==> src/rtl/pkt_pkg.sv <==
// Shared state encodings, header word indices and defaults for the packet receive parser.
// PKT_LEN follows the PKT_CHECKSUM_EN build macro (6 words with checksum, 5 without).
package pkt_pkg;

    typedef enum logic [2:0] {
        IDLE,
        HDR,
        CHECK,
        ISSUE,
        WAIT
    } pkt_state_e;

    localparam logic [2:0] IDX_SRC = 3'd1;
    localparam logic [2:0] IDX_DST = 3'd2;
    localparam logic [2:0] IDX_CLU = 3'd3;
    localparam logic [2:0] IDX_BAT = 3'd4;
    localparam logic [2:0] IDX_VAL = 3'd5;
    localparam logic [2:0] IDX_CHK = 3'd6;

    localparam logic [15:0] DEF_SYNC_WORD = 16'hA5A5;
    localparam logic [15:0] DEF_BCAST_ID  = 16'hFFFF;

`ifdef PKT_CHECKSUM_EN
    localparam logic [2:0] PKT_LEN = IDX_CHK;
`else
    localparam logic [2:0] PKT_LEN = IDX_VAL;
`endif

endpackage

==> src/rtl/pkt_checksum.sv <==
// Running modulo-2^WIDTH accumulator over the header words; cleared at each sync word.
// Only instantiated when PKT_CHECKSUM_EN is defined.
module pkt_checksum #(
    parameter int WIDTH = 16
) (
    input  logic             clock,
    input  logic             nrst,
    input  logic             i_clr,
    input  logic             i_add,
    input  logic [WIDTH-1:0] i_data,
    output logic [WIDTH-1:0] o_sum
);

    logic [WIDTH-1:0] r_sum;

    always_ff @(posedge clock) begin
        if (!nrst) begin
            r_sum <= '0;
        end else if (i_clr) begin
            r_sum <= '0;
        end else if (i_add) begin
            r_sum <= r_sum + i_data;
        end
    end

    assign o_sum = r_sum;

endmodule

==> src/rtl/pkt_rx_parser.sv <==
// Sync-word hunting header parser: stages src/dest/cluster/battery/value, filters on
// destination, issues a one-cycle en and waits for done_reward or a timeout. Macro: PKT_CHECKSUM_EN.
module pkt_rx_parser
    import pkt_pkg::*;
#(
    parameter int                    WORD_WIDTH   = 16,
    parameter logic [WORD_WIDTH-1:0] SYNC_WORD    = DEF_SYNC_WORD,
    parameter int                    NODE_ID      = 3,
    parameter logic [WORD_WIDTH-1:0] BCAST_ID     = DEF_BCAST_ID,
    parameter int                    WAIT_TIMEOUT = 1023
) (
    input  logic                  clock,
    input  logic                  nrst,
    input  logic                  in_valid,
    input  logic [WORD_WIDTH-1:0] in_data,
    output logic                  in_ready,
    input  logic                  done_reward,
    output logic                  en,
    output logic [WORD_WIDTH-1:0] fsourceID,
    output logic [WORD_WIDTH-1:0] fdestinationID,
    output logic [WORD_WIDTH-1:0] fclusterID,
    output logic [WORD_WIDTH-1:0] fbatteryStat,
    output logic [WORD_WIDTH-1:0] fValue,
    output logic                  pkt_err,
    output logic [7:0]            drop_cnt
);

    localparam int CNT_W = $clog2(WAIT_TIMEOUT + 1);

    pkt_state_e            r_state, w_state_nxt;
    logic [2:0]            r_idx;
    logic [CNT_W-1:0]      r_wait_cnt;
    logic                  r_in_ready, r_en, r_pkt_err;
    logic [7:0]            r_drop_cnt;
    logic [WORD_WIDTH-1:0] r_stg_src, r_stg_dst, r_stg_clu, r_stg_bat, r_stg_val;
    logic [WORD_WIDTH-1:0] r_f_src, r_f_dst, r_f_clu, r_f_bat, r_f_val;
    logic                  w_xfer, w_sync, w_dest_ok, w_chk_ok, w_drop, w_err;

    assign w_xfer    = in_valid && r_in_ready;
    assign w_sync    = w_xfer && (in_data == SYNC_WORD);
    assign w_dest_ok = (r_stg_dst == WORD_WIDTH'(NODE_ID)) || (r_stg_dst == BCAST_ID);

`ifdef PKT_CHECKSUM_EN
    logic [WORD_WIDTH-1:0] r_stg_chk;
    logic [WORD_WIDTH-1:0] w_sum;

    pkt_checksum #(.WIDTH(WORD_WIDTH)) u_checksum (
        .clock  (clock),
        .nrst   (nrst),
        .i_clr  ((r_state == IDLE) && w_sync),
        .i_add  ((r_state == HDR) && w_xfer && (r_idx != IDX_CHK)),
        .i_data (in_data),
        .o_sum  (w_sum)
    );

    assign w_chk_ok = (w_sum == r_stg_chk);

    always_ff @(posedge clock) begin
        if (!nrst) begin
            r_stg_chk <= '0;
        end else if ((r_state == HDR) && w_xfer && (r_idx == IDX_CHK)) begin
            r_stg_chk <= in_data;
        end
    end
`else
    assign w_chk_ok = 1'b1;
`endif

    // Destination filter is evaluated before the checksum: a foreign packet is dropped silently.
    always_comb begin
        w_state_nxt = r_state;
        w_drop      = 1'b0;
        w_err       = 1'b0;
        case (r_state)
            IDLE:  if (w_sync) w_state_nxt = HDR;
            HDR:   if (w_xfer && (r_idx == PKT_LEN)) w_state_nxt = CHECK;
            CHECK: begin
                if (!w_dest_ok) begin
                    w_state_nxt = IDLE;
                    w_drop      = 1'b1;
                end else if (!w_chk_ok) begin
                    w_state_nxt = IDLE;
                    w_drop      = 1'b1;
                    w_err       = 1'b1;
                end else begin
                    w_state_nxt = ISSUE;
                end
            end
            ISSUE: w_state_nxt = WAIT;
            WAIT: begin
                if (done_reward) begin
                    w_state_nxt = IDLE;
                end else if (r_wait_cnt == CNT_W'(WAIT_TIMEOUT)) begin
                    w_state_nxt = IDLE;
                    w_drop      = 1'b1;
                    w_err       = 1'b1;
                end
            end
            default: w_state_nxt = IDLE;
        endcase
    end

    // Control outputs are registered from the next state so they line up with the state they describe.
    always_ff @(posedge clock) begin
        if (!nrst) begin
            r_state    <= IDLE;
            r_in_ready <= 1'b0;
            r_en       <= 1'b0;
            r_pkt_err  <= 1'b0;
            r_drop_cnt <= '0;
            r_idx      <= '0;
            r_wait_cnt <= '0;
        end else begin
            r_state    <= w_state_nxt;
            r_in_ready <= (w_state_nxt == IDLE) || (w_state_nxt == HDR);
            r_en       <= (w_state_nxt == ISSUE);
            r_pkt_err  <= w_err;
            if (w_drop && (r_drop_cnt != 8'hFF)) r_drop_cnt <= r_drop_cnt + 8'd1;
            if ((r_state == IDLE) && w_sync) begin
                r_idx <= IDX_SRC;
            end else if ((r_state == HDR) && w_xfer) begin
                r_idx <= r_idx + 3'd1;
            end
            if (r_state == ISSUE) begin
                r_wait_cnt <= '0;
            end else if (r_state == WAIT) begin
                r_wait_cnt <= r_wait_cnt + CNT_W'(1);
            end
        end
    end

    always_ff @(posedge clock) begin
        if (!nrst) begin
            r_stg_src <= '0;
            r_stg_dst <= '0;
            r_stg_clu <= '0;
            r_stg_bat <= '0;
            r_stg_val <= '0;
        end else if ((r_state == HDR) && w_xfer) begin
            case (r_idx)
                IDX_SRC: r_stg_src <= in_data;
                IDX_DST: r_stg_dst <= in_data;
                IDX_CLU: r_stg_clu <= in_data;
                IDX_BAT: r_stg_bat <= in_data;
                IDX_VAL: r_stg_val <= in_data;
                default: ;
            endcase
        end
    end

    // Field outputs load on entry to ISSUE so they are valid in the same cycle as en.
    always_ff @(posedge clock) begin
        if (!nrst) begin
            r_f_src <= '0;
            r_f_dst <= '0;
            r_f_clu <= '0;
            r_f_bat <= '0;
            r_f_val <= '0;
        end else if (w_state_nxt == ISSUE) begin
            r_f_src <= r_stg_src;
            r_f_dst <= r_stg_dst;
            r_f_clu <= r_stg_clu;
            r_f_bat <= r_stg_bat;
            r_f_val <= r_stg_val;
        end
    end

    assign in_ready       = r_in_ready;
    assign en             = r_en;
    assign pkt_err        = r_pkt_err;
    assign drop_cnt       = r_drop_cnt;
    assign fsourceID      = r_f_src;
    assign fdestinationID = r_f_dst;
    assign fclusterID     = r_f_clu;
    assign fbatteryStat   = r_f_bat;
    assign fValue         = r_f_val;

endmodule

==> config.mk <==
export PLATFORM = sky130hd
export DESIGN_NAME = pkt_rx_parser
export DESIGN_NICKNAME = d
export VERILOG_FILES = /design/src/rtl/pkt_pkg.sv /design/src/rtl/pkt_checksum.sv /design/src/rtl/pkt_rx_parser.sv
export SDC_FILE = /design/constraint.sdc
export NUM_CORES = 1
export LEC_CHECK = 0
export ABC_AREA = 0
export CELL_PAD_IN_SITES_DETAIL_PLACEMENT = 1
export CELL_PAD_IN_SITES_GLOBAL_PLACEMENT = 1
export CORE_AREA = 2 2 124 139
export DETAILED_ROUTE_END_ITERATION = 12
export DIE_AREA = 0 0 126 141
export GPL_ROUTABILITY_DRIVEN = 0
export PLACE_DENSITY = 0.89
export SLEW_MARGIN = 20
export SYNTH_ARGS = -nofsm -noshare
export SYNTH_HDL_FRONTEND = slang
export SYNTH_SLANG_ARGS = --single-unit
==> constraint.sdc <==
create_clock -name clock -period 3.5 [get_ports clock]
set_input_delay 0.35 -clock clock [delete_from_list [all_inputs] [get_ports clock]]
set_output_delay 0.35 -clock clock [all_outputs]
set_load 0.05 [all_outputs]
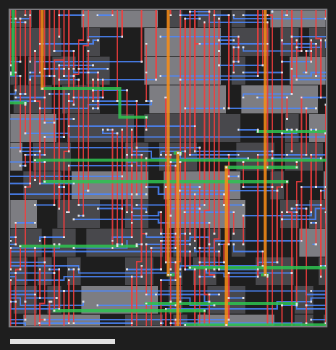
(run_1/closeup.png)
The bar under the picture is 10 um long. Region (48, 56) to (78, 86) um. Cells in grey, sequential cells in the stronger grey; small squares are vias.
[red] M2
[green] M3
[blue] M1
[orange] M4
netlist names of flops here include: `r_stg_dst` (9)
cells with their middle in the window: 59
sequential cells in the window: 11
most frequent: dfxtp_1 (11), mux2i_1 (10), nor2_1 (9)

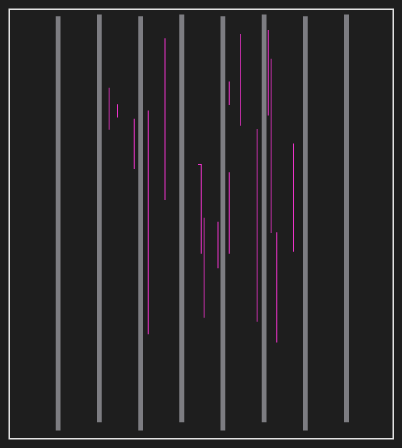
(run_1/m4.png)
Supply wires on this layer in grey.
wire length on this layer: 522 um
main direction: vertical
WL final: 20.2 mm
Via Count: 6000

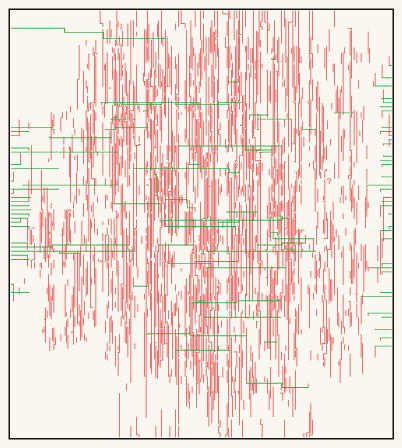
(run_1/layers.png)
Two of the layers only.
[red] M2 | wire length: 10300 um
[green] M3 | wire length: 1090 um
GRT Overall Usage: 0.231
routed len/inst: 17.9 um

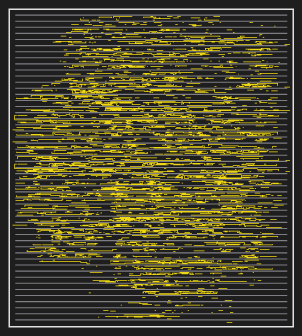
(run_1/m1.png)
Supply wires on this layer in grey.
wire length on this layer: 8310 um
longest straight run: 36.3 um
main direction: horizontal
met1 Use GR: 0.274

==> impl_metrics.tcl, run 1 <==
# flow metrics
set metrics [dict create \
    power.density_nw_per_um2 472 \
    hold_class "flip-flop to flip-flop" \
    drv_slew 0 \
    yosys-top-cells-area "dfxtp_1 54%, nand2_1 13%, a21oi_1 10%" \
    hold_path.startpoint "r_stg_src[11]" \
    status "finished clean" \
    startpoint "r_state[0]" \
    critPathKind "flip-flop to flip-flop" \
    drc_errors 0 \
    power.share.clock 0.457 \
    swShare 0.218 \
    drt_first_pass_iters 4 \
    ys_cells 821 \
    ios 111 \
    fin_tns_setup_ns 0 \
    leakagePower_nw 2.86 \
    grt_pass1_wl_mm 32.6 \
    start_kind "flip-flop" \
    place_hpwl_mm 12.9 \
    crit_slowest_cell "dfxtp_1" \
    crit_path_max_incr_delay_ns 0.60 \
    die_w_um 126 \
    cts_tree "done" \
    diodes 0 \
    overflow 0 \
    max_freq_mhz 374 \
    layout.cells.most_common "nand2_1" \
    cts_buffer_depth 2 \
    top_area_frac 0.541 \
    synth_area_um2 6920 \
    dp_cells 1097 \
    period_used_share 0.764 \
    cap_violations 0 \
    period_needed_ns 2.67 \
    tightestPinTransition_ns 0.744 \
    setup_viol 0 \
    final.setup_skew_ns 0.00970 \
    ys_warn_count 0 \
    max_slew_margin 0.504 \
    openroad.warnings 29 \
    ys.flops 187 \
    synth_cell_types 38 \
    ctsHoldBuffers 0 \
    ir_drop_mv 0.342 \
    cts_buffers 17 \
    crit_path_max_fanout 17 \
    dpl-instance-area_um2 8140 \
    clk_pin_slew_worst_paths_ns 0.07 \
    vias_per_cell 5.31 \
    final_cell_mix "247 x nand2_1, 187 x dfxtp_1, 138 x a21oi_1" \
    cp-end-kind "flip-flop" \
    fin_nets 935 \
    required_ns 3.78 \
    hold_viol_final 0 \
    path_cells "nor3b_1 -> and3_1 -> buf_4 -> nand2_1 -> nand2_1 -> a21oi_1" \
    die_area_um2 17800 \
    switching_power_w 0.000899 \
    syn_nets 848 \
    rsz0062_at_grt "no" \
    cp_common_cell "nand2_1" \
    drt_iter0_drc 425 \
    rr_startpoint "r_state[0]" \
    reg2reg_setup_slack_ns 0.83 \
    dp_slack_ns 0.962 \
    cts-root-buf "clkbuf_16" \
    drive_gt1_frac 0.0532 \
    ant_nets 0 \
    seqPwrFrac 0.517 \
]
==> run 1: power by group through the flow <==
stage	Sequential, W	Combinational [W]	Clock, W
after floorplan	0.00218	0.0000351	0
after detailed placement	0.00218	0.000106	0
final	0.00213	0.000106	0.00188
after global routing	0.00213	0.000111	0.00200
after CTS	0.00213	0.000106	0.00191
after global placement	0.00218	0.000106	0
==> run 1: Yosys cell counts <==
master	instances
o31ai_1	1
and2_1	2
xor2_1	5
nor4bb_1	2
nand3_1	23
nand2b_1	8
ha_1	7
clkbuf_1	38
a31oi_1	2
nor3b_1	2
nand4bb_1	1
mux2i_1	38
nor2_1	47
and3_1	9
dfxtp_1	187
or3_1	3
inv_1	5
or4_4	1
buf_2	7
xnor2_1	3
nor4_1	5
nand2_1	247
or4b_2	1
nor4b_1	1
a21oi_1	138
nor3_1	4
buf_4	6
a211oi_2	1
clkbuf_2	1
a21o_1	1
nor2b_1	1
a41o_1	1
buf_6	3
o21ai_0	4
or3b_2	1
a21boi_0	2
nand4_1	12
a211o_1	1
==> run 1: worst paths after layout <==
| path | end | depth (start not counted) |
|---|---|---|
| worst max-delay path | r_stg_clu[10] | 6 |
| worst max register to register | r_stg_clu[10] | 6 |
| worst min register to register | fsourceID[11] | 2 |
| worst min-delay path | fsourceID[11] | 2 |
==> run 1: tightest hold or removal path, cell delays in order, from the launching register on <==
cell     delay, ns
dfxtp_1       0.31
nand2_1       0.05
a21oi_1       0.05
==> run 1: flip-flops by register name, summed over array words and instances (netlist names), 3 cells and up <==
name,cells
drop_cnt,8
r_stg_bat,16
r_stg_src,16
fdestinationID,16
fValue,16
fclusterID,16
fsourceID,16
r_wait_cnt,10
r_idx,3
r_stg_clu,16
r_state,3
fbatteryStat,16
r_stg_dst,16
r_stg_val,16
==> run 1: cell families (layout without fill, tap and decap cells) <==
group	after synthesis	in the layout	synth area share
and+or+nand+nor	370	370	0.227
DFF	187	187	0.541
AOI/OAI and AO/OA	151	151	0.113
buffers and inverters	60	160	0.0405
muxes	38	38	0.0550
xor gates and xnor gates	8	8	0.0101
adders and majority gates	7	7	0.0127
==> run 1: through the flow <==
step	hold WS, ns	util	power (W)
CTS	0.456	0.528	0.00414
detailed placement	0.445	0.493	0.00228
finish	0.452	0.528	0.00412
floorplan	0.427	-	0.00221
global placement	0.438	0.493	0.00228
global route	0.475	0.528	0.00423
==> run 1: per-layer routing <==
| metal | global-route usage | vias to the layer above | routed length, um |
|---|---|---|---|
| met5 | 0 | - | 0 |
| met4 | 0.106 | 0 | 521 |
| met3 | 0.0452 | 39 | 1090 |
| met2 | 0.402 | 160 | 10300 |
| met1 | 0.274 | 2906 | 8310 |
| li1 | - | 2895 | - |
==> run 1: final cells by class <==
type,instances,area (um^2),share of cell area
Clock buffer,23,488,0.0559
Clock inverter,9,86.3,0.00990
Inverter,5,21.3,0.00244
Multi-Input combinational cell,574,2910,0.334
Sequential cell,187,3740,0.429
Tap cell,208,260,0.0298
Timing Repair Buffer,123,1210,0.139
--- run 2 (diff from run 1) ---
CORE_AREA = 2 2 129 143   (was 2 2 124 139)
DIE_AREA = 0 0 131 145   (was 0 0 126 141)
PLACE_DENSITY = 0.84   (was 0.89)
clock period = 2.7 ns   (was 3.5 ns; I/O delays follow)
==> run 2 against run 1 <==
  * Hold slack better by 0.0016 ns
  * Maximum frequency grew 11%
  * Sequential share of layout area shrank 0.90 points
  * Critical endpoint is now r_stg_src[0]
  * Routed wire length fell by 1.1%
  * Power rose by 33%
  * Critical path type unchanged
  * Critical path depth unchanged
==> impl_metrics.tcl, run 2 <==
# flow metrics
set metrics [dict create \
    ys_cells 821 \
    ant_nets 0 \
    final.setup_skew_ns 0.0107 \
    setup_viol 0 \
    drt_first_pass_iters 4 \
    cap_violations 0 \
    wirelength_mm 20.0 \
    grt.met2_usage 0.372 \
    grt_use_met1 0.265 \
    total_power_w 0.00548 \
    ys_warn_count 0 \
    required_ns 3.01 \
    num_vias 6048 \
    synthFlopType "dfxtp_1" \
    status "finished clean" \
    max_slew_margin 0.554 \
    netlist_top_cells_count "247 x nand2_1, 187 x dfxtp_1, 138 x a21oi_1, 47 x nor2_1" \
    startpoint "r_state[0]" \
    top_area_frac 0.541 \
    tightestPinTransition_ns 0.669 \
    critPathKind "flip-flop to flip-flop" \
    crit_path_max_fanout 16 \
    overflow 0 \
    clk_pin_slew_worst_paths_ns 0.07 \
    synth_cell_types 38 \
    period_used_share 0.892 \
    track_usage 0.216 \
    cts_buffer_depth 2 \
    crit_slowest_cell "dfxtp_1" \
    start_kind "flip-flop" \
    period_needed_ns 2.41 \
    synth_area_um2 6920 \
    edf_count 0 \
    ir_drop_mv 0.420 \
    fin_nets 949 \
    cts-root-buf "clkbuf_16" \
    dp_slack_ns 0.418 \
    drt_iter0_drc 363 \
    path_cells "nor3b_1 -> and3_1 -> and3_1 -> buf_4 -> mux2i_1 -> nor2_1" \
    fin_tns_setup_ns 0 \
    drv_slew 0 \
    crit_path_max_incr_delay_ns 0.53 \
    ctsHoldBuffers 0 \
]
-- run 2: logic make-up after synthesis --
group / Yosys count / synth area share
AOI/OAI and AO/OA: 151 / 0.113
xor gates and xnor gates: 8 / 0.0101
adders and majority gates: 7 / 0.0127
buffers and inverters: 60 / 0.0405
DFF: 187 / 0.541
muxes: 38 / 0.0550
and+or+nand+nor: 370 / 0.227
-- run 2: per-layer routing --
metal	vias to the layer above	routed length (um)
met5	-	0
met4	0	326
met3	27	753
met2	122	10300
met1	2966	8630
li1	2933	-
-- run 2: path summary, 6_finish.rpt --
path              slack [ns]  cells past startpoint       endpoint
setup reg to reg        0.29                      6   r_stg_src[0]
hold / removal          0.45                      2  fsourceID[15]
setup / recovery        0.29                      6   r_stg_src[0]
hold reg to reg         0.45                      2  fsourceID[15]
-- run 2: final cells by class --
class	count	area [um^2]	area share
Clock buffer	20	447	0.0501
Clock inverter	12	154	0.0173
Inverter	5	21.3	0.00239
Multi-Input combinational cell	574	2910	0.326
Sequential cell	187	3740	0.420
Tap cell	238	298	0.0334
Timing Repair Buffer	137	1340	0.151
-- run 2: power breakdown --
group	total [W]	switching, W	internal [W]
sequential	0.00276	0.00000103	0.00276
clock	0.00257	0.00115	0.00142
combinational	0.000150	0.0000995	0.0000507
total	0.00548	0.00125	0.00423
-- run 2: metrics by stage --
step	utilization	hold WS, ns	cells	instance area, um^2
finish	0.508	0.453	1173	8910
global route	0.508	0.471	1173	8910
CTS	0.508	0.456	1173	8910
detailed placement	0.474	0.446	1141	8310
global placement	0.474	0.440	1141	8310
floorplan	-	0.347	821	6920
-- run 2: worst reg2reg max path: stages, from the launching register on --
cell,delay [ns]
dfxtp_1,0.53
nor3b_1,0.42
and3_1,0.45
and3_1,0.21
buf_4,0.31
mux2i_1,0.28
nor2_1,0.08
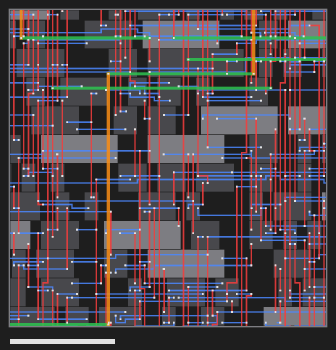
(run_2/closeup.png)
The bar under the picture is 10 um long. Region (50, 58) to (80, 88) um. Cells in grey, sequential cells in the stronger grey; small squares are vias.
[green] M3
[orange] M4
[blue] M1
[red] M2
most frequent: nor2_1 (10), mux2i_1 (8), dfxtp_1 (7)
sequential cells in the window: 7
netlist names of flops here include: `r_stg_dst` (6), `r_stg_bat` (1)
cells with their middle in the window: 58

Power figures rest on the tool's default switching activity, not on a simulated workload.
